`config.mk`:
```
export PLATFORM = sky130hd
export DESIGN_NAME = falconsoar_task_dispatcher
export DESIGN_NICKNAME = d
export VERILOG_FILES = /design/src/rtl/falconsoar_pkg.sv /design/src/rtl/falconsoar_busy_tracker.sv /design/src/rtl/falconsoar_task_dispatcher.sv
export SDC_FILE = /design/constraint.sdc
export NUM_CORES = 1
export LEC_CHECK = 0
export ABC_AREA = 0
export CAP_MARGIN = 20
export CORE_AREA = 5 5 217 219
export DETAILED_ROUTE_END_ITERATION = 8
export DIE_AREA = 0 0 222 224
export HOLD_SLACK_MARGIN = 0.02
export PLACE_DENSITY = 0.72
export SETUP_SLACK_MARGIN = 0.05
export SLEW_MARGIN = 20
export SYNTH_ARGS = -nofsm -noshare
export SYNTH_HDL_FRONTEND = slang
export SYNTH_SLANG_ARGS = --single-unit
```
`constraint.sdc`:
```
create_clock -name clk -period 6.88 [get_ports clk]
set_clock_uncertainty 0.2 [all_clocks]
set_input_delay 1.72 -clock clk [delete_from_list [all_inputs] [get_ports clk]]
set_output_delay 1.72 -clock clk [all_outputs]
set_load 0.1 [all_outputs]
```
`src/rtl/falconsoar_pkg.sv`:
```
// falconsoar_pkg: shared constants and types for the FALCON-SOAR task
// dispatch path.
//  - Cluster count and task widths
//  - Bit positions of the task header (barrier flag, cluster id)
//  - Dispatcher FSM state encoding
//  - cid_onehot(): cluster id -> per-cluster one-hot vector (END maps to 0)
package falconsoar_pkg;

    localparam int EXEC_CLUSTER_NUM = 7;
    localparam int TASK_BW          = 72;
    localparam int TASK_REDUCE_BW   = 68;

    // Header layout of task_complete_t
    localparam int TASK_BARRIER_BIT = 71;
    localparam int TASK_CID_MSB     = 70;
    localparam int TASK_CID_LSB     = 68;

    typedef logic [2:0]                cluster_id_t;
    typedef logic [TASK_REDUCE_BW-1:0] task_reduce_t;

    // Id 7 is not a cluster: it marks the end of the task stream
    localparam cluster_id_t CID_END = 3'd7;

    typedef enum logic [1:0] {
        S_IDLE,
        S_RUN,
        S_DRAIN,
        S_DONE
    } disp_state_t;

    // CID_END has no cluster, so it yields an all-zero vector
    function automatic logic [EXEC_CLUSTER_NUM-1:0] cid_onehot(input cluster_id_t cid);
        logic [EXEC_CLUSTER_NUM-1:0] oh;
        oh = '0;
        for (int k = 0; k < EXEC_CLUSTER_NUM; k++)
            oh[k] = (cid == cluster_id_t'(k));
        return oh;
    endfunction

endpackage

```
`src/rtl/falconsoar_busy_tracker.sv`:
```
// falconsoar_busy_tracker: per-cluster busy flags for the task dispatcher.
// Ports:
//  clk, rst_n  clock, asynchronous active-low reset
//  set_vec     one-hot: a task was accepted for this cluster this cycle
//  op_done     per-cluster completion pulses from the clusters
//  busy        registered busy flag per cluster
//  all_idle    no cluster busy (from the registered flags)
//  err         sticky: a completion pulse arrived on a cluster that was not busy
module falconsoar_busy_tracker
    import falconsoar_pkg::*;
(
    input  logic                        clk,
    input  logic                        rst_n,
    input  logic [EXEC_CLUSTER_NUM-1:0] set_vec,
    input  logic [EXEC_CLUSTER_NUM-1:0] op_done,
    output logic [EXEC_CLUSTER_NUM-1:0] busy,
    output logic                        all_idle,
    output logic                        err
);

    // Completions only count on clusters that are busy; the rest are spurious
    logic [EXEC_CLUSTER_NUM-1:0] clr_vec;
    logic [EXEC_CLUSTER_NUM-1:0] spurious;

    assign clr_vec  = op_done & busy;
    assign spurious = op_done & ~busy;
    assign all_idle = (busy == '0);

    // The dispatcher only sets a flag that is currently clear, while a clear
    // needs the flag to be set, so set and clear never target the same
    // cluster in the same cycle.
    always_ff @(posedge clk or negedge rst_n) begin
        if (!rst_n) begin
            busy <= '0;
            err  <= 1'b0;
        end else begin
            busy <= (busy & ~clr_vec) | set_vec;
            if (|spurious)
                err <= 1'b1;
        end
    end

endmodule

```
`src/rtl/falconsoar_task_dispatcher.sv`:
```
// falconsoar_task_dispatcher: issues the 72-bit task stream to the execution
// clusters (Hash, HashToPoint, ctrlA, sampling, ctrlB, post, Huffman).
// The 4-bit header is stripped and the 68-bit payload forwarded unchanged.
// Ports:
//  clk, rst_n   clock, asynchronous active-low reset
//  run_i        pulse: start executing the task stream (only honoured in S_IDLE)
//  task_vld_i   upstream task valid
//  task_i       [71]=barrier, [70:68]=cluster id (7=END), [67:0]=payload
//  task_rdy_o   combinational ready; accept = task_vld_i & task_rdy_o
//  start_o      per-cluster start pulse, one cycle after acceptance
//  task_o       per-cluster payload, held until that cluster's next start
//  op_done_i    per-cluster completion pulse
//  busy_o       dispatcher not in S_IDLE
//  done_o       one-cycle pulse once END is consumed and every cluster is idle
//  err_o        sticky: completion seen on a non-busy cluster
// Optional: FALCONSOAR_DISPATCH_PERF_EN adds perf_task_cnt_o (accepted
// non-END tasks) and perf_stall_cnt_o (S_RUN cycles with valid but no ready).
// Both clear on an accepted run_i and saturate.
module falconsoar_task_dispatcher
    import falconsoar_pkg::*;
(
    input  logic                                            clk,
    input  logic                                            rst_n,
    input  logic                                            run_i,
    input  logic                                            task_vld_i,
    input  logic [TASK_BW-1:0]                              task_i,
    output logic                                            task_rdy_o,
    output logic [EXEC_CLUSTER_NUM-1:0]                     start_o,
    output logic [EXEC_CLUSTER_NUM-1:0][TASK_REDUCE_BW-1:0] task_o,
    input  logic [EXEC_CLUSTER_NUM-1:0]                     op_done_i,
    output logic                                            busy_o,
    output logic                                            done_o,
    output logic                                            err_o
`ifdef FALCONSOAR_DISPATCH_PERF_EN
    ,
    output logic [31:0]                                     perf_task_cnt_o,
    output logic [31:0]                                     perf_stall_cnt_o
`endif
);

    disp_state_t                 state;
    logic [EXEC_CLUSTER_NUM-1:0] busy;
    logic                        all_idle;

    // Header decode
    logic         barrier;
    cluster_id_t  cid;
    task_reduce_t payload;
    logic         is_end;

    assign barrier = task_i[TASK_BARRIER_BIT];
    assign cid     = task_i[TASK_CID_MSB:TASK_CID_LSB];
    assign payload = task_i[TASK_REDUCE_BW-1:0];
    assign is_end  = (cid == CID_END);

    // Extended with a constant-0 slot so the END id can index it safely
    logic [EXEC_CLUSTER_NUM:0] busy_ext;
    assign busy_ext = {1'b0, busy};

    // Ready uses the registered flags only: a cluster finishing in cycle C
    // can take its next task in C+1 at the earliest.
    assign task_rdy_o = (state == S_RUN) &&
                        (is_end || !busy_ext[cid]) &&
                        (!barrier || all_idle);

    logic                        accept;
    logic [EXEC_CLUSTER_NUM-1:0] set_vec;

    assign accept  = task_vld_i && task_rdy_o;
    assign set_vec = accept ? cid_onehot(cid) : '0;

    falconsoar_busy_tracker u_busy (
        .clk      (clk),
        .rst_n    (rst_n),
        .set_vec  (set_vec),
        .op_done  (op_done_i),
        .busy     (busy),
        .all_idle (all_idle),
        .err      (err_o)
    );

    assign busy_o = (state != S_IDLE);

    // FSM with registered done pulse
    always_ff @(posedge clk or negedge rst_n) begin
        if (!rst_n) begin
            state  <= S_IDLE;
            done_o <= 1'b0;
        end else begin
            done_o <= 1'b0;
            case (state)
                S_IDLE:  if (run_i) state <= S_RUN;
                S_RUN:   if (accept && is_end) state <= S_DRAIN;
                S_DRAIN: if (all_idle) begin
                    state  <= S_DONE;
                    done_o <= 1'b1;
                end
                S_DONE:  state <= S_IDLE;
                default: state <= S_IDLE;
            endcase
        end
    end

    // Start pulses and per-cluster payload registers
    always_ff @(posedge clk or negedge rst_n) begin
        if (!rst_n) begin
            start_o <= '0;
            task_o  <= '0;
        end else begin
            start_o <= set_vec;
            for (int k = 0; k < EXEC_CLUSTER_NUM; k++)
                if (set_vec[k])
                    task_o[k] <= payload;
        end
    end

`ifdef FALCONSOAR_DISPATCH_PERF_EN
    logic run_go;
    logic stall;

    assign run_go = (state == S_IDLE) && run_i;
    assign stall  = (state == S_RUN) && task_vld_i && !task_rdy_o;

    always_ff @(posedge clk or negedge rst_n) begin
        if (!rst_n) begin
            perf_task_cnt_o  <= '0;
            perf_stall_cnt_o <= '0;
        end else if (run_go) begin
            perf_task_cnt_o  <= '0;
            perf_stall_cnt_o <= '0;
        end else begin
            if (accept && !is_end && perf_task_cnt_o != 32'hFFFF_FFFF)
                perf_task_cnt_o <= perf_task_cnt_o + 32'd1;
            if (stall && perf_stall_cnt_o != 32'hFFFF_FFFF)
                perf_stall_cnt_o <= perf_stall_cnt_o + 32'd1;
        end
    end
`endif

endmodule

```
Run 1, PDN straps and rails:
Bar = 50 um. Pins as bars on the die edge. Tap cells in gray.
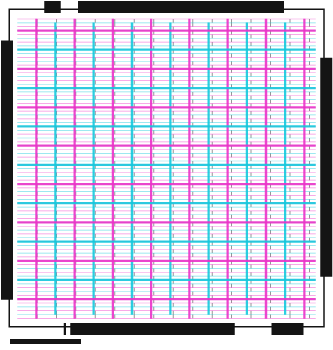
| color | net |
|---|---|
| magenta | VSS |
| cyan | VDD |
met5 straps: 15
met1 rails: 79
tap cells: 600
met4 straps: 15
rows: 78

Run 1, cell classes on the final placement:
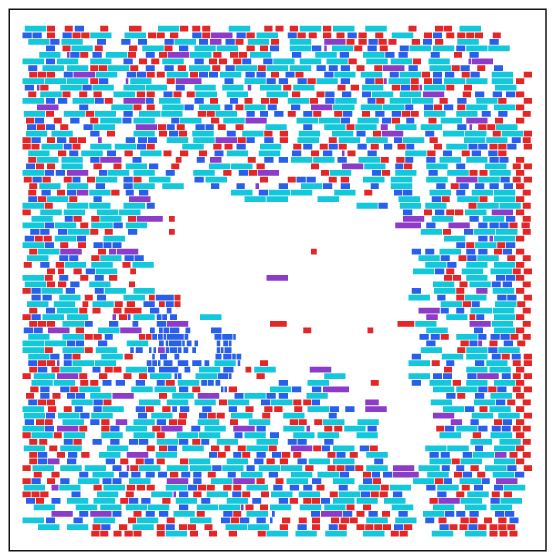
| color | class | cells |
|---|---|---|
| blue | remaining logic cells | 554 |
| red | remaining buffers and delay cells | 587 |
| purple | clock drivers and dummy loads | 91 |
| cyan | registers | 494 |

Run 1, routed clock nets over the placement:
Bar = 50 um.
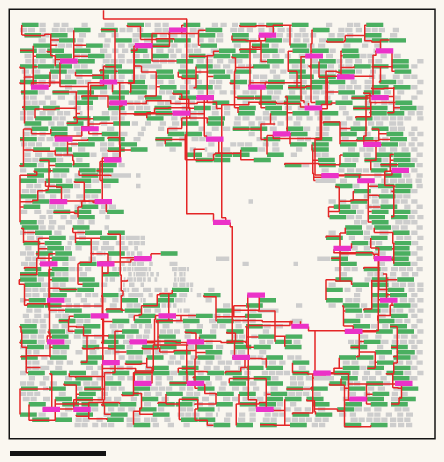
[green] flip-flops | count: 494
[magenta] clock-net drivers | count: 52
[red] clock wires | length: 5950 um
routed clock nets: 53

==> impl_metrics.csv, run 1 <==
group,metric,value,unit
placed_design,dp_hpwl,39.3,mm
logic_synthesis,yosys-stat-area,18500,sq um
route,avgViaCountPerCell,5.29,
final_layout,fill_cells,3535,
setup_path,cp-start-kind,"input pin",
clock_network,post_cts_buffers,0,
sta,slew_violations,0,
sta,hold_violations,0,
logic_synthesis,async_flop_share,1.00,
floorplan,io_pins,570,
final_layout,drive_above_1_share,0.260,
logic_synthesis,yosysWarnings,0,
setup_path,cp_top_family,"buffers and inverters",
job,tool_warnings,38,
job,drv_cap,0,
route,wire_per_inst,24.8,um
floorplan,chipArea,49700,sq um
sta,max_freq,0.172,GHz
clock_network,postCtsHoldBufs,0,
route,route.detailed.drc,0,
route,drtIter0Drc,593,
final_layout,final_layout_top_logic_cells,"clkdlybuf4s50_1 (564), dfrtp_1 (494), mux2_2 (334)",
placed_design,place_area,24800,sq um
setup_path,crit_fanout,13,
clock_network,cts_buffer_depth,3,
setup_path,worst-r2r-cell-count,5,
logic_synthesis,synth_stat.cells,1118,
setup_path,worstPathCellList,"clkdlybuf4s50_1 > mux4_2 > nor2b_1 > a311oi_2 > buf_4",
global_route,antenna_found_initial,3,
sta,setup_viol,0,
route,vias,12300,
clock_network,clkTransAtPathRegs,0.06,ns
logic_synthesis,ys.flops,494,
status,status,"complete, no violations",
placed_design,port_buffers,569,
final_layout,final_area,26600,sq um
setup_path,max_stage_delay,0.74,ns
route,postRouteAntennaNets,0,
clock_network,clk_latency,0.58,ns
logic_synthesis,synth_top_flop_cell,"dfrtp_1",
sta,worst_pin_slew,1.13,ns
global_route,grt.total_usage,0.227,
setup_path,criticalPathCategory,"in2out",
logic_synthesis,ys_seq_share,0.668,
global_route,grt_pass1_vias,13300,
route,finalWirelength,57.7,mm
sta,finalClockPeriodUsage,0.845,
setup_path,worstSetupEndpointType,"output pin",
setup_path,path_buffers,2,
logic_synthesis,synthCells,1118,
final_layout,lay_top_count,"clkdlybuf4s50_1",
sta,rsz0062_at_grt,"no",
clock_network,clock_sinks,494,
global_route,grt_pass1_wl,87.3,mm
worst_hold_path,holdPathEnd,"u_busy.err$_DFFE_PN0P_",
sta,max_slew_margin,0.245,
worst_hold_path,hold-path-cell-count,1,
clock_network,cts_resized,0,
global_route,grt_overflow_total,0,
clock_network,htree_levels,2,
setup_path,arrival,3.90,ns
placed_design,place_congestion,0.809,
clock_network,cts_tree,"built",
clock_network,cts_buffers,52,
worst_hold_path,hold_start,"u_busy.err$_DFFE_PN0P_",
logic_synthesis,syn_area_per_cell,16.6,sq um
floorplan,die.size.y,224,um
setup_path,rrSetupSlack,3.51,ns
worst_hold_path,hold_path_class,"reg2reg",
logic_synthesis,synth_nets,1205,
logic_synthesis,syn-cell-area,18500,sq um
floorplan,core,44900,sq um
setup_path,r2r_start,"u_busy.busy[4]$_DFF_PN0_",
setup_path,rr_endpoint,"task_o[176]$_DFFE_PN0P_",
setup_path,required,4.96,ns
clock_network,clockRootBuffer,"clkbuf_16",
final_layout,areaGrowthSynthToFinish,43.5,%
floorplan,die_width,222,um
final_layout,final_net_count,1776,
sta,period_minus_slack,5.82,ns
floorplan,rows,78,
logic_synthesis,ys_types,42,
logic_synthesis,edf_count,0,
floorplan,fp-utilization,0.412,
global_route,grt_max_degree,142,
==> run 1: worst reg2reg max path, stage by stage, from the launching register on <==
cell     delay, ns
dfrtp_1       0.48
or4_1         0.57
o21ai_1       0.31
and3_4        1.00
buf_4         0.35
mux2_2        0.36
==> run 1: flip-flops by register name, summed over array words and instances, names as in the netlist <==
name / cells
done_o: 1
start_o: 7
state: 2
task_o: 476
u_busy.busy: 7
u_busy.err: 1
==> run 1: metal layers <==
metal	global-route usage	vias to the layer above	routed length, um
met5	0	-	19
li1	-	5263	-
met4	0.0744	4	2060
met1	0.275	6487	22300
met3	0.0768	128	4550
met2	0.385	430	28700
==> run 1: stage by stage <==
stage | utilization | setup WS (ns) | std cells | hold slack (ns)
finish | 0.591 | 1.06 | 2328 | 0.283
global route | 0.591 | 0.985 | 2327 | 0.300
CTS | 0.591 | 1.06 | 2326 | 0.285
detailed placement | 0.553 | 1.06 | 2235 | 0.270
global placement | 0.553 | 1.08 | 2234 | 0.265
floorplan | - | 0.932 | 1118 | 0.295
==> run 1: cell usage after synthesis, drive strengths merged, types with 4 or more instances <==
library cell    n  area [sq um]
dfrtp         494         12400
mux2          408          4590
a32o           68           681
buf            46           246
clkbuf         24          90.1
inv            12          45.0
nor2            6          22.5
nor2b           5          31.3
nor3            5          25.0
ha              4          50.1
nand2b          4          25.0
nor4            4          37.5
o21ai           4          20.0
or4             4          30.0
==> run 1: cell families after synthesis <==
| logic type | count (synthesis) | share of synthesized area |
|---|---|---|
| AND-OR/OR-AND | 88 | 0.0448 |
| adder cells (fa/ha/maj) | 4 | 0.00270 |
| buffers and inverters | 82 | 0.0206 |
| flip-flops | 494 | 0.668 |
| multiplexers | 409 | 0.250 |
| AND/OR/NAND/NOR | 41 | 0.0143 |
==> run 1: layout make-up <==
class	instances	area (sq um)	area share
antenna	2	5.00	0.000188
clock buffer	74	1470	0.0555
clock inverter	17	236	0.00891
inverter	12	45.0	0.00170
multi-input combinational	542	5810	0.219
sequential	494	12400	0.466
tap	600	751	0.0283
timing repair buffer	587	5870	0.221
==> run 1: how the worst max path moves through the flow <==
stage / depth (start not counted) / startpoint / slack (ns) / endpoint
2_1_floorplan: 4 / task_i[68] / 0.93 / task_rdy_o
3_3_place_gp: 5 / task_i[68] / 1.08 / task_rdy_o
3_5_place_dp: 5 / task_i[68] / 1.06 / task_rdy_o
4_1_cts: 5 / task_i[68] / 1.06 / task_rdy_o
5_1_grt: 5 / task_i[68] / 0.98 / task_rdy_o
6_report: 5 / task_i[68] / 1.06 / task_rdy_o
Run 1, the clock network:
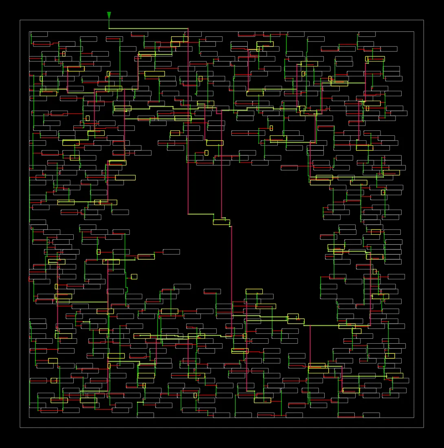

==> inputs of run 2 (changes only) <==
--- a/config.mk
+++ b/config.mk
@@ -7,11 +7,11 @@
 export LEC_CHECK = 0
 export ABC_AREA = 0
 export CAP_MARGIN = 20
-export CORE_AREA = 5 5 217 219
+export CORE_MARGIN = 5
+export CORE_UTILIZATION = 42
 export DETAILED_ROUTE_END_ITERATION = 8
-export DIE_AREA = 0 0 222 224
 export HOLD_SLACK_MARGIN = 0.02
-export PLACE_DENSITY = 0.72
+export PLACE_DENSITY = 0.76
 export SETUP_SLACK_MARGIN = 0.05
 export SLEW_MARGIN = 20
 export SYNTH_ARGS = -nofsm -noshare
==> constraint.sdc (replaced) <==
create_clock -name clk -period 4.8 [get_ports clk]
set_clock_uncertainty 0.2 [all_clocks]
set_input_delay 1.2 -clock clk [delete_from_list [all_inputs] [get_ports clk]]
set_output_delay 1.2 -clock clk [all_outputs]
set_load 0.1 [all_outputs]
Run 2, the clock network:
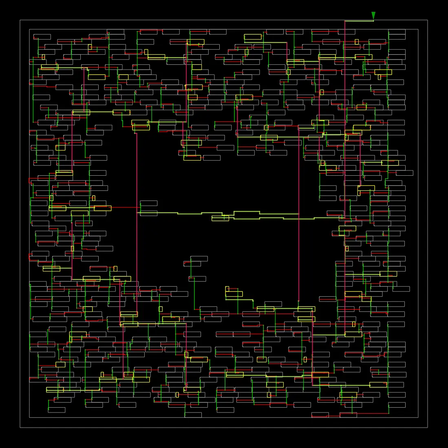
CTS sink cnt: 494
flop count: 494
clkbuf count: 74
Worst-Skew Late Latency: 0.57 ns

==> run 2 against run 1 <==
  * Global-route usage grew 0.085 points
  * Setup slack worse by 0.68 ns
  * Die area down 2.8%
  * Count of clock-buffer cells in the layout stayed put
  * First-iteration DRC count fell by 0.67%
  * Design area up 0.25%
  * Sequential share of layout area down 0.12 points
  * Via count barely moved
==> impl_metrics.csv, run 2 <==
group,metric,value,unit
sta,whs,0.284,ns
floorplan,io_pins,570,
route,finalWirelength,56.1,mm
logic_synthesis,synth_nets,1205,
global_route,grt.total_usage,0.228,
logic_synthesis,syn_area_per_cell,16.6,sq um
logic_synthesis,adder_share,0.00270,
logic_synthesis,top_cells_by_area,"dfrtp_1 (67%), mux2_2 (20%), mux2_1 (4.5%), a32o_1 (3.7%), buf_2 (1.1%)",
logic_synthesis,synthCells,1118,
setup_path,rrSetupSlack,1.62,ns
floorplan,fp-utilization,0.421,
floorplan,die_width,220,um
route,postRouteAntennaNets,0,
route,vias,12300,
sta,rsz0062_at_grt,"no",
floorplan,core,43900,sq um
sta,period_minus_slack,4.42,ns
worst_hold_path,hold-path-cell-count,1,
logic_synthesis,ys_seq_share,0.668,
global_route,grt_pass1_wl,84.1,mm
final_layout,final-instance-count-excl-fill,2333,
sta,setup_ws,0.382,ns
placed_design,port_buffers,569,
global_route,grt_overflow_total,0,
logic_synthesis,ys_sh_simple,0.0143,
logic_synthesis,top_area_cell,"dfrtp_1",
clock_network,postCtsHoldBufs,0,
final_layout,largest_reg_flops,476,
route,wire_per_inst,24.1,um
setup_path,criticalPathCategory,"in2out",
clock_network,htree_levels,2,
sta,max_freq,0.226,GHz
logic_synthesis,most_common_cell,"dfrtp_1",
setup_path,r2r_start,"u_busy.busy[4]$_DFF_PN0_",
floorplan,die.size.y,220,um
setup_path,crit_fanout,3,
global_route,grt_pass1_vias,13300,
logic_synthesis,edf_count,0,
logic_synthesis,yosys-stat-area,18500,sq um
placed_design,dp.cells,2238,
setup_path,worst-r2r-cell-count,5,
sta,slew_violations,0,
clock_network,cts_resized,0,
clock_network,cts_tree,"built",
logic_synthesis,synth-compound-area-share,0.0448,
placed_design,place_congestion,0.813,
final_layout,final_net_count,1785,
sta,worst_pin_slew,1.09,ns
logic_synthesis,ys_top_logic_family,"multiplexers",
logic_synthesis,ys.flops,494,
clock_network,cts_buffers,50,
sta,hold_violations,0,
setup_path,arrival,3.02,ns
placed_design,dp_hpwl,39.1,mm
logic_synthesis,xor_share,0,
sta,setup_tns,0,ns
setup_path,rr_endpoint,"task_o[100]$_DFFE_PN0P_",
job,tool_warnings,31,
logic_synthesis,top_cell_area_share,0.668,
setup_path,worstSetupEndpointType,"output pin",
worst_hold_path,holdPathEnd,"task_o[311]$_DFFE_PN0P_",
logic_synthesis,synth_top_flop_cell,"dfrtp_1",
final_layout,final_layout_top_logic_cells,"clkdlybuf4s50_1 (566), dfrtp_1 (494), mux2_2 (334)",
route,drtPass1Iterations,5,
logic_synthesis,synth_stat.cells,1118,
sta,finalClockPeriodUsage,0.920,
route,avgViaCountPerCell,5.28,
setup_path,required,3.40,ns
route,route.detailed.drc,0,
final_layout,lay_top_count,"clkdlybuf4s50_1",
placed_design,place_area,25000,sq um
setup_path,cp-start-kind,"input pin",
final_layout,utilization,0.606,
logic_synthesis,common_cells,"dfrtp_1 (494), mux2_2 (334), mux2_1 (74)",
route,drtIter0Drc,589,
final_layout,final_area,26600,sq um
logic_synthesis,ys_types,42,
logic_synthesis,syn-cell-area,18500,sq um
global_route,antenna_found_initial,9,
floorplan,chipArea,48400,sq um
clock_network,clkTransAtPathRegs,0.06,ns
logic_synthesis,ys_sh_mux,0.250,
sta,max_slew_margin,0.273,
clock_network,cts_buffer_depth,3,
worst_hold_path,hold_start,"task_o[311]$_DFFE_PN0P_",
clock_network,clockRootBuffer,"clkbuf_16",
job,drv_cap,0,
floorplan,rows,77,
final_layout,drive_above_1_share,0.264,
logic_synthesis,yosysWarnings,0,
final_layout,areaGrowthSynthToFinish,43.9,%
global_route,grt_max_degree,108,
clock_network,post_cts_buffers,0,
worst_hold_path,hold_path_class,"reg2reg",
status,status,"complete, no violations",
logic_synthesis,async_flop_share,1.00,
final_layout,top_regs,"task_o: 476 flops, start_o: 7 flops, u_busy.busy: 7 flops",
sta,setup_viol,0,
final_layout,largest_register,"task_o",
placed_design,post-place-ws,0.399,ns
-- run 2: how the worst max path moves through the flow --
| stage | endpoint | depth (start not counted) | slack [ns] | from |
|---|---|---|---|---|
| floorplan | task_rdy_o | 4 | 0.29 | task_i[68] |
| global placement | task_rdy_o | 5 | 0.35 | task_i[68] |
| detailed placement | task_rdy_o | 5 | 0.40 | task_i[68] |
| CTS | task_rdy_o | 5 | 0.37 | task_i[68] |
| global route | task_rdy_o | 5 | 0.33 | task_i[68] |
| finish | task_rdy_o | 5 | 0.38 | task_i[68] |
-- run 2: layout make-up --
| type | instances | area, sq um |
|---|---|---|
| clock buffers | 74 | 1510 |
| fillers | 3407 | 17300 |
| well taps | 592 | 741 |
| repair buffers | 598 | 6030 |
| multi-input cells | 542 | 5820 |
| inverters | 12 | 45.0 |
| diodes | 5 | 12.5 |
| flip-flops and latches | 494 | 12400 |
| clock inverters | 16 | 105 |
-- run 2: cells by family after synthesis --
logic type               count (synthesis)
flip-flops                             494
adder cells (fa/ha/maj)                  4
buffers and inverters                   82
multiplexers                           409
AND/OR/NAND/NOR                         41
AND-OR/OR-AND                           88
-- run 2: metal layers --
metal  vias up  part of all wire  track usage
met1      6453              0.38        0.272
met4         8             0.041       0.0978
met5         -           0.00087            0
met2       481              0.49        0.379
met3       125             0.089       0.0753
li1       5244                 -            -
-- run 2: worst max-delay path: stages --
cell	delay (ns)
clkdlybuf4s50_1	0.56
mux4_2	0.52
nor2b_1	0.17
a311oi_4	0.34
buf_12	0.22
